File: src/rtl/avalon_len_limiter_pkg.sv
// Shared types and default constants for the packet-length limiter.
package len_limiter_pack;

  typedef enum logic {PASS, DROP} len_sm_t;

  localparam int MAX_BEATS_DEF = 64;
  localparam int CNT_WIDTH_DEF = 16;

endpackage

File: src/rtl/avalon_len_limiter_if.sv
// Avalon-ST style packet stream with sop/eop/empty framing.
interface avalon_st_if #(
  parameter int DATA_W  = 32,
  parameter int EMPTY_W = 2
);

  logic [DATA_W-1:0]  data;
  logic               valid;
  logic               rdy;
  logic               sop;
  logic               eop;
  logic [EMPTY_W-1:0] empty;

  modport master (output data, valid, sop, eop, empty, input rdy);
  modport slave  (input data, valid, sop, eop, empty, output rdy);

endinterface

File: src/rtl/avalon_len_limiter.sv
// Forwards a framed stream unchanged, cutting packets longer than MAX_BEATS
// with a forced eop and discarding the remainder; keeps packet statistics.
module avalon_len_limiter
  import len_limiter_pack::*;
#(
  parameter int MAX_BEATS = MAX_BEATS_DEF,
  parameter int CNT_WIDTH = CNT_WIDTH_DEF
) (
  input  logic                 clk,
  input  logic                 rst,
  avalon_st_if.slave           in_msg,
  avalon_st_if.master          out_msg,
  output logic                 packet_truncated,
  output logic [CNT_WIDTH-1:0] packet_count,
  output logic [CNT_WIDTH-1:0] truncated_count
);

  localparam int CW = $clog2(MAX_BEATS + 1);
  localparam logic [CW-1:0] MAX_B = CW'(MAX_BEATS);

  len_sm_t              state_q, state_d;
  logic [CW-1:0]        beat_cnt_q, beat_cnt_d;
  logic                 trunc_q, trunc_d;
  logic [CNT_WIDTH-1:0] pkt_cnt_q, pkt_cnt_d;
  logic [CNT_WIDTH-1:0] trc_cnt_q, trc_cnt_d;

  logic [CW-1:0] beat_num;
  logic          at_limit;
  logic          in_rdy;
  logic          o_valid;
  logic          o_eop;

  always_comb begin
    state_d    = state_q;
    beat_cnt_d = beat_cnt_q;
    trunc_d    = 1'b0;
    pkt_cnt_d  = pkt_cnt_q;
    trc_cnt_d  = trc_cnt_q;

    // Position of the presented beat within its packet, counting from 1.
    beat_num = in_msg.sop ? CW'(1) : beat_cnt_q + CW'(1);
    at_limit = (beat_num == MAX_B) && !in_msg.eop;

    in_rdy        = out_msg.rdy;
    o_valid       = in_msg.valid;
    o_eop         = in_msg.eop;
    out_msg.sop   = in_msg.sop;
    out_msg.data  = in_msg.data;
    out_msg.empty = in_msg.empty;

    case (state_q)
      PASS: begin
        if (at_limit) begin
          o_eop         = 1'b1;
          out_msg.empty = '0;
        end
        if (in_msg.valid && in_rdy) begin
          if (at_limit) begin
            state_d    = DROP;
            beat_cnt_d = '0;
            trunc_d    = 1'b1;
            trc_cnt_d  = trc_cnt_q + CNT_WIDTH'(1);
          end else if (in_msg.eop) begin
            beat_cnt_d = '0;
          end else begin
            beat_cnt_d = beat_num;
          end
        end
        if (o_valid && out_msg.rdy && o_eop) begin
          pkt_cnt_d = pkt_cnt_q + CNT_WIDTH'(1);
        end
      end
      DROP: begin
        // Drain the rest of the oversize packet at full rate, output idle.
        in_rdy        = 1'b1;
        o_valid       = 1'b0;
        o_eop         = 1'b0;
        out_msg.sop   = 1'b0;
        out_msg.data  = '0;
        out_msg.empty = '0;
        if (in_msg.valid && in_msg.eop) begin
          state_d = PASS;
        end
      end
      default: begin
        state_d = PASS;
      end
    endcase

    in_msg.rdy    = in_rdy;
    out_msg.valid = o_valid;
    out_msg.eop   = o_eop;
  end

  always_ff @(posedge clk) begin
    if (rst) begin
      state_q    <= PASS;
      beat_cnt_q <= '0;
      trunc_q    <= 1'b0;
      pkt_cnt_q  <= '0;
      trc_cnt_q  <= '0;
    end else begin
      state_q    <= state_d;
      beat_cnt_q <= beat_cnt_d;
      trunc_q    <= trunc_d;
      pkt_cnt_q  <= pkt_cnt_d;
      trc_cnt_q  <= trc_cnt_d;
    end
  end

  assign packet_truncated = trunc_q;
  assign packet_count     = pkt_cnt_q;
  assign truncated_count  = trc_cnt_q;

endmodule

File: src/flat_wrapper.sv
// flat-port wrapper written by rule: the top's interface ports become plain ports
module avalon_len_limiter_flat import len_limiter_pack::*;
#(
  parameter int MAX_BEATS = MAX_BEATS_DEF,
  parameter int CNT_WIDTH = CNT_WIDTH_DEF
)
  (clk, rst, packet_truncated, packet_count, truncated_count, in_msg_data, in_msg_valid, in_msg_sop, in_msg_eop, in_msg_empty, in_msg_rdy, out_msg_data, out_msg_valid, out_msg_sop, out_msg_eop, out_msg_empty, out_msg_rdy);
  avalon_st_if #(.DATA_W(16), .EMPTY_W(2)) in_msg_i ();
  avalon_st_if #(.DATA_W(16), .EMPTY_W(2)) out_msg_i ();
  input  logic clk;
  input  logic rst;
  output logic packet_truncated;
  output logic [CNT_WIDTH-1:0] packet_count;
  output logic [CNT_WIDTH-1:0] truncated_count;
  input wire logic [$bits(in_msg_i.data)-1:0] in_msg_data;
  input wire logic [$bits(in_msg_i.valid)-1:0] in_msg_valid;
  input wire logic [$bits(in_msg_i.sop)-1:0] in_msg_sop;
  input wire logic [$bits(in_msg_i.eop)-1:0] in_msg_eop;
  input wire logic [$bits(in_msg_i.empty)-1:0] in_msg_empty;
  output wire logic [$bits(in_msg_i.rdy)-1:0] in_msg_rdy;
  output wire logic [$bits(out_msg_i.data)-1:0] out_msg_data;
  output wire logic [$bits(out_msg_i.valid)-1:0] out_msg_valid;
  output wire logic [$bits(out_msg_i.sop)-1:0] out_msg_sop;
  output wire logic [$bits(out_msg_i.eop)-1:0] out_msg_eop;
  output wire logic [$bits(out_msg_i.empty)-1:0] out_msg_empty;
  input wire logic [$bits(out_msg_i.rdy)-1:0] out_msg_rdy;
  assign in_msg_i.data = in_msg_data;
  assign in_msg_i.valid = in_msg_valid;
  assign in_msg_i.sop = in_msg_sop;
  assign in_msg_i.eop = in_msg_eop;
  assign in_msg_i.empty = in_msg_empty;
  assign in_msg_rdy = in_msg_i.rdy;
  assign out_msg_data = out_msg_i.data;
  assign out_msg_valid = out_msg_i.valid;
  assign out_msg_sop = out_msg_i.sop;
  assign out_msg_eop = out_msg_i.eop;
  assign out_msg_empty = out_msg_i.empty;
  assign out_msg_i.rdy = out_msg_rdy;
  avalon_len_limiter #(.MAX_BEATS(MAX_BEATS), .CNT_WIDTH(CNT_WIDTH)) u_core (.clk(clk), .rst(rst), .in_msg(in_msg_i), .out_msg(out_msg_i), .packet_truncated(packet_truncated), .packet_count(packet_count), .truncated_count(truncated_count));
endmodule
File: config.mk
export PLATFORM = sky130hd
export DESIGN_NAME = avalon_len_limiter_flat
export DESIGN_NICKNAME = d
export VERILOG_FILES = /design/src/rtl/avalon_len_limiter_pkg.sv /design/src/rtl/avalon_len_limiter_if.sv /design/src/rtl/avalon_len_limiter.sv /design/src/flat_wrapper.sv
export SDC_FILE = /design/constraint.sdc
export NUM_CORES = 1
export LEC_CHECK = 0
export CORE_ASPECT_RATIO = 1.25
export CORE_MARGIN = 2
export CORE_UTILIZATION = 43
export DETAILED_ROUTE_END_ITERATION = 16
export PLACE_DENSITY = 0.76
export SLEW_MARGIN = 20
export SYNTH_ARGS = -nofsm -noshare
export SYNTH_HDL_FRONTEND = slang
export SYNTH_SLANG_ARGS = --single-unit
File: constraint.sdc
create_clock -name clk -period 2.2 [get_ports clk]
set_clock_uncertainty 0.05 [all_clocks]
set_input_delay 0.44 -clock clk [delete_from_list [all_inputs] [get_ports clk]]
set_output_delay 0.44 -clock clk [all_outputs]
set_load 0.01 [all_outputs]
Run 1, clock wires, drivers and flops:
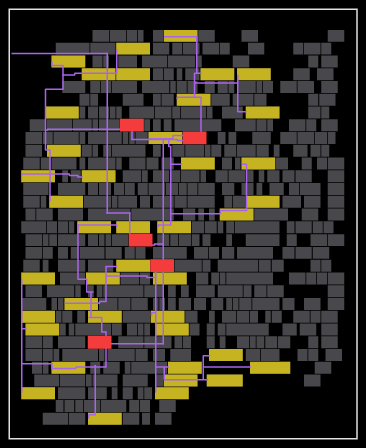
[red] clock-net drivers | count: 5
[yellow] flip-flops | count: 41
[purple] clock wires | length: 550 um
flops lie: spread over the die

Run 1, routed metal, one color a layer:
Bar = 20 um.
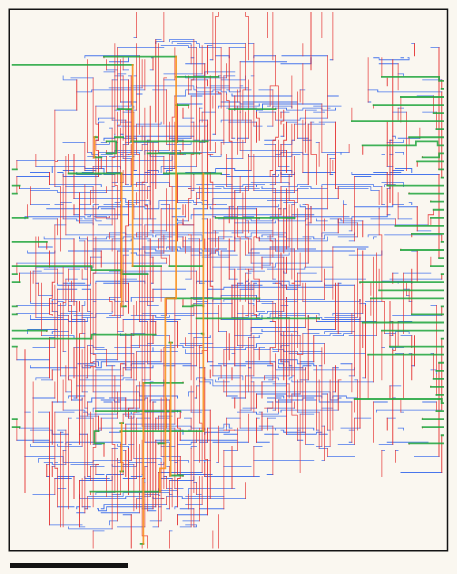
[blue] M1 | wire length: 3310 um
[green] M3 | wire length: 539 um
[red] M2 | wire length: 4180 um
[orange] M4 | wire length: 237 um
routed wire length: 8270 um
via count: 2845
GRT Util Overall: 20.6%
WL/cell: 16.5 um

Run 1, logic cells by family:
Bar = 20 um.
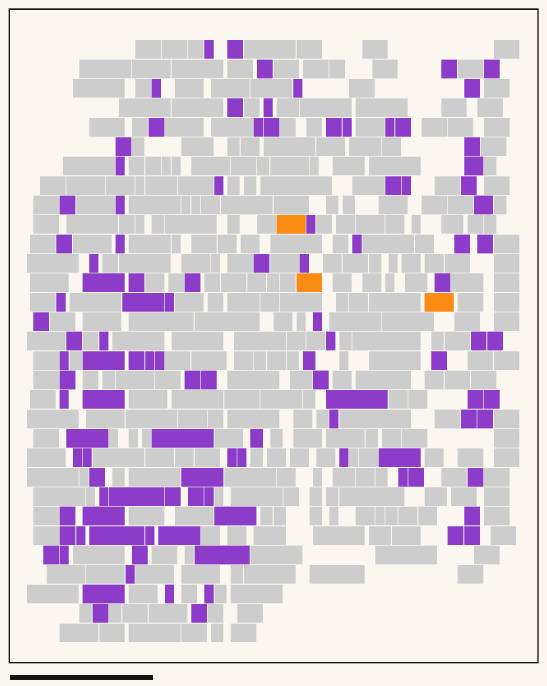
[purple] nor cells | cells: 110 | most used: nor2b_1 | where: spread over the die
[orange] non-inverting ao/oa cells | cells: 3

Run 1, cell density map:
The die is cut into 7 by 9 equal tiles; dark blue is low, red is high, 0 to 100% covered.
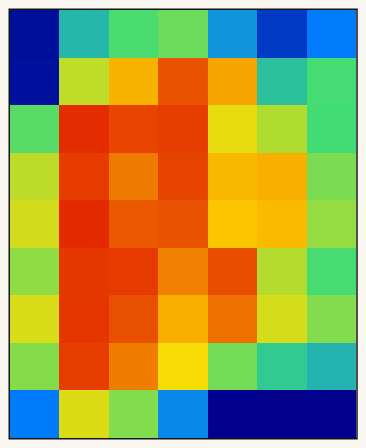
emptiest ninth of the die: bottom right
mean over tiles: 64%
tiles over 75% full: 41%

==> run 1: power by group through the flow <==
stage | registers, mW | clock network, mW | logic (mW)
floorplan | 0.765 | 0 | 0.0784
detailed placement | 0.764 | 0 | 0.201
global placement | 0.764 | 0 | 0.198
global route | 0.746 | 0.539 | 0.226
CTS | 0.747 | 0.515 | 0.202
finish | 0.746 | 0.509 | 0.209
==> run 1: cells by family after synthesis <==
kind of cell | synth area share, %
xor+xnor | 1.00
fa+ha+maj | 1.44
buf+inv | 4.02
compound gates | 10.5
mux | 12.8
flops | 31.4
simple gates | 38.9
==> run 1: registers in the layout (all words and copies together), names as in the netlist <==
name	flops
u_core.beat_cnt_q	7
u_core.packet_count	16
u_core.packet_truncated	1
u_core.state_q	1
u_core.truncated_count	16
==> run 1: layout by cell type (no fill, tap or decap), drive strengths merged, types with 2 or more instances in the layout <==
cell	netlist	routed
nor4	4	4
ha	3	3
nor3b	2	2
o21ai	6	6
o22ai	5	5
mux2i	2	2
nor3	13	13
o211ai	2	2
clkdlybuf4s50	0	72
mux2	28	28
xor2	2	2
nand4	11	11
a21oi	11	11
or2	2	2
and3	8	8
nor2	41	41
nand3b	2	2
nor4b	2	2
buf	4	51
dfxtp	41	41
nand3	24	24
a211oi	3	3
inv	3	3
nand4b	2	2
clkbuf	15	9
nand2b	2	2
nor2b	48	48
nand2	21	21
==> run 1: worst max-delay path, delay by kind of cell, from the launching register on <==
family                     cells  cell delay (ns)
buffers and inverters          2             0.28
AOI/OAI and AO/OA              1             0.18
and+or+nand+nor                3             0.31
DFF                            1             0.36
adders and majority gates      1             0.18
xor gates and xnor gates       1             0.23
==> run 1: area by class of cell <==
class	count	area share [%]
clock buffer	7	1.98
multi-input combinational	258	48.7
inverter	3	0.258
timing repair buffer	127	28.3
tap	66	1.89
sequential	41	18.9
==> flow_summary.ini, run 1 <==
; implementation run metrics
[status]
status = finished, violations left
violations = setup timing

[final_timing]
max-slew-margin-rel_pct = 67.8
rsz0062_at_grt = yes
fin_ws_ns = -0.136
setup_violations = 16

[worst_setup_path]
end_kind = primary output
regToRegStartpoint = u_core.beat_cnt_q[0]
r2r_cells = 9
cp_max_fo = 4
rr_endpoint = u_core.truncated_count[9]
path_class = register to primary output

[grt]
met3_usage_pct = 4.33
grt.overflow.total = 0
grt_start_max_net_pins = 47

[power_and_ir_drop]
powerDensity_nw_per_um2 = 336
power.leakage_nw = 1.81
switchingPower_mw = 0.357

[cts]
cts_tree = yes
postCtsSetupRepairBufs = 0
clock_sinks = 41
clk_path_buf_depth = 2

[layout]
seq_area_um2 = 826
syn2layout_area_growth_pct = 66.8
utilization_pct = 75.0

[synth]
top_cell_area_share_pct = 31.4
synthCells = 321
synth_area_per_cell_um2 = 8.15
common_cells = nor2b_1 (48), dfxtp_1 (41), nor2_1 (41)
yosys_area_um2 = 2620
ys.flops = 41
synth-warning-count = 0
async_flop_share_pct = 0

[drt]
viasPerCell = 5.67
wl_met3_um = 539
drt-met1-wl_um = 3310

[min_path]
hold_path.class = primary input to register

[floorplan]
io_pins = 79
row_count = 31
==> inputs of run 2 (changes only) <==
CTS_CLUSTER_DIAMETER = 120   (was default)
Run 2, logic cells by family:
Bar = 20 um.
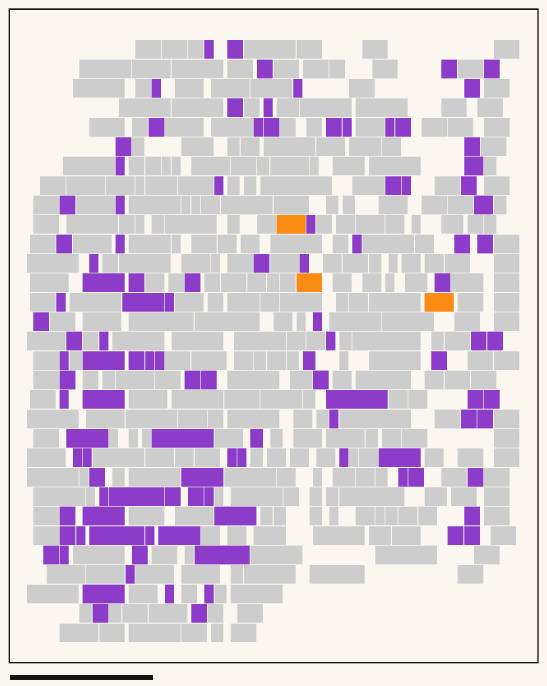
[purple] nor cells | cells: 110 | most used: nor2b_1 | where: spread over the die
[orange] non-inverting ao/oa cells | cells: 3
Commonest Layout Cell: clkdlybuf4s50_1
fraction of area in multi-input gates: 48.7%

Run 2, cell density map:
The die is cut into 7 by 9 equal tiles; dark blue is low, red is high, 0 to 100% covered.
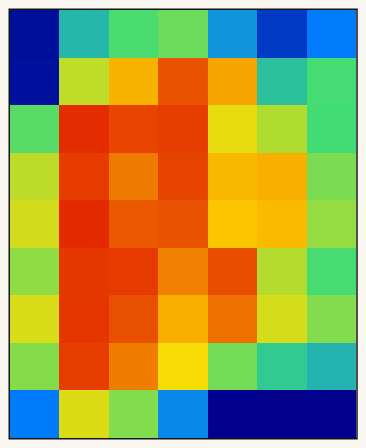
emptiest ninth of the die: bottom right
fullest tile: 95%
mean over tiles: 64%
tiles over 75% full: 41%
Final Core Density: 75.0%
Core Region: 5820 um2

==> flow_summary.ini, run 2 <==
; implementation run metrics
[drt]
viasPerCell = 5.67
dr_total_vias = 2845
routed_wl_um = 8270
wire_per_inst_um = 16.5
drtIter0Drc = 117

[worst_setup_path]
path_class = register to primary output
path_cells = ha_4 -> buf_4 -> nand3_1 -> xor2_2 -> o2111ai_4 -> nor2_2 -> nor3b_1 -> buf_2
end_kind = primary output
regToRegStartpoint = u_core.beat_cnt_q[0]
rr_endpoint = u_core.truncated_count[9]
cp_max_fo = 4
cp_top_family = flip-flops
crit_buf_inv = 2
r2r_cells = 9

[power_and_ir_drop]
max-vdd-ir-drop_mv = 0.304
powerDensity_nw_per_um2 = 336
power.leakage_nw = 1.81

[cts]
post_cts_resized = 38
cts_tree = yes
ctsHtreeMaxLevel = 2
clk_path_buf_depth = 2
postCtsSetupRepairBufs = 0
clock_sinks = 41

[synth]
synth-warning-count = 0
syn_area_um2 = 2620
yosys_area_um2 = 2620
common_cells = nor2b_1 (48), dfxtp_1 (41), nor2_1 (41)
yosysSeqAreaShare_pct = 31.4
yosysMostFrequentCell = nor2b_1
async_flop_share_pct = 0
top_cell_area_share_pct = 31.4
synth_area_per_cell_um2 = 8.15
ys.flops = 41
edf_count = 0
synthCells = 321

[layout]
finalNonFillerCells = 502
seq_area_um2 = 826
syn2layout_area_growth_pct = 66.8
drive_gt1_share_pct = 30.3
layout_top_cells = clkdlybuf4s50_1 (72), nor2b_1 (48), nor2_1 (40)

[min_path]
hold_path.class = primary input to register

[grt]
grt_pass1_wl_um = 11400
grt_usage_pct = 20.6
grt_start_max_net_pins = 47
grt.overflow.total = 0

[floorplan]
io_pins = 79
die_y_um = 91.2
fp.dieW_um = 73.8
row_count = 31

[status]
violations = setup timing
status = finished, violations left

[final_timing]
setup_violations = 16
max-slew-margin-rel_pct = 67.8
fin_ws_ns = -0.136
rsz0062_at_grt = yes

[placement]
dpl.hpwl_um = 4930
Run 2, congestion heat map:
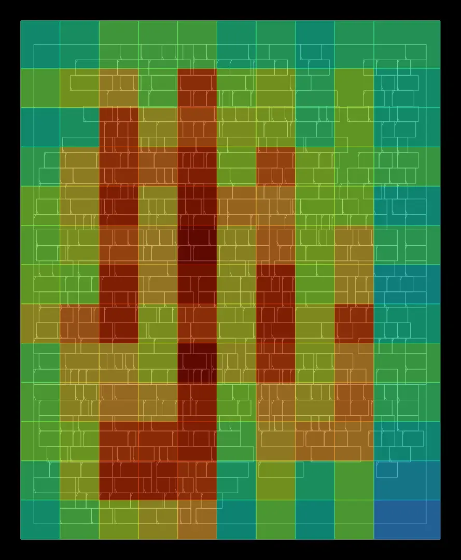
met1 Usage GRT: 24.6%
met3 usage: 4.33%

[run 2: layout make-up]
type,instances,area share [%]
Multi-Input combinational cell,258,48.7
Timing Repair Buffer,127,28.3
Sequential cell,41,18.9
Clock buffer,7,1.98
Tap cell,66,1.89
Inverter,3,0.258
[run 2: logic make-up after synthesis]
family | share of synthesized area [%]
flip-flops | 31.4
multiplexers | 12.8
AND/OR/NAND/NOR | 38.9
XOR/XNOR | 1.00
buffers and inverters | 4.02
AND-OR/OR-AND | 10.5
adder cells (fa/ha/maj) | 1.44
[run 2: how the worst max path moves through the flow]
stage / startpoint / to / slack (ns) / cells past startpoint
after floorplan: u_core.beat_cnt_q[1] / u_core.packet_count[7] / 0.02 / 6
after detailed placement: in_msg_sop / out_msg_eop / -0.60 / 6
after global routing: u_core.beat_cnt_q[0] / out_msg_empty[0] / -0.24 / 7
after global placement: in_msg_sop / out_msg_eop / -0.55 / 6
after CTS: u_core.beat_cnt_q[0] / out_msg_empty[0] / -0.14 / 7
final: u_core.beat_cnt_q[0] / out_msg_empty[0] / -0.14 / 8
[run 2: layer usage]
metal / track usage [%] / share of wire, %
met1: 24.6 / 40
met2: 35.5 / 51
met3: 4.33 / 6.5
met4: 7.27 / 2.9
met5: 0 / 0
[run 2: where the power goes]
group | total, mW | switching (mW) | internal (mW) | leakage, nW
Sequential | 0.746 | 0.00313 | 0.743 | 0.332
Combinational | 0.209 | 0.0942 | 0.115 | 1.43
Clock | 0.509 | 0.259 | 0.249 | 0.0443
Total | 1.46 | 0.357 | 1.11 | 1.81
[run 2: through the flow]
step | setup WS [ns] | util (%)
finish | -0.136 | 75.0
global route | -0.237 | 75.0
CTS | -0.138 | 67.0
detailed placement | -0.596 | 63.8
global placement | -0.552 | 63.8
floorplan | 0.0164 | -
Power is estimated from default activity; no workload was simulated.
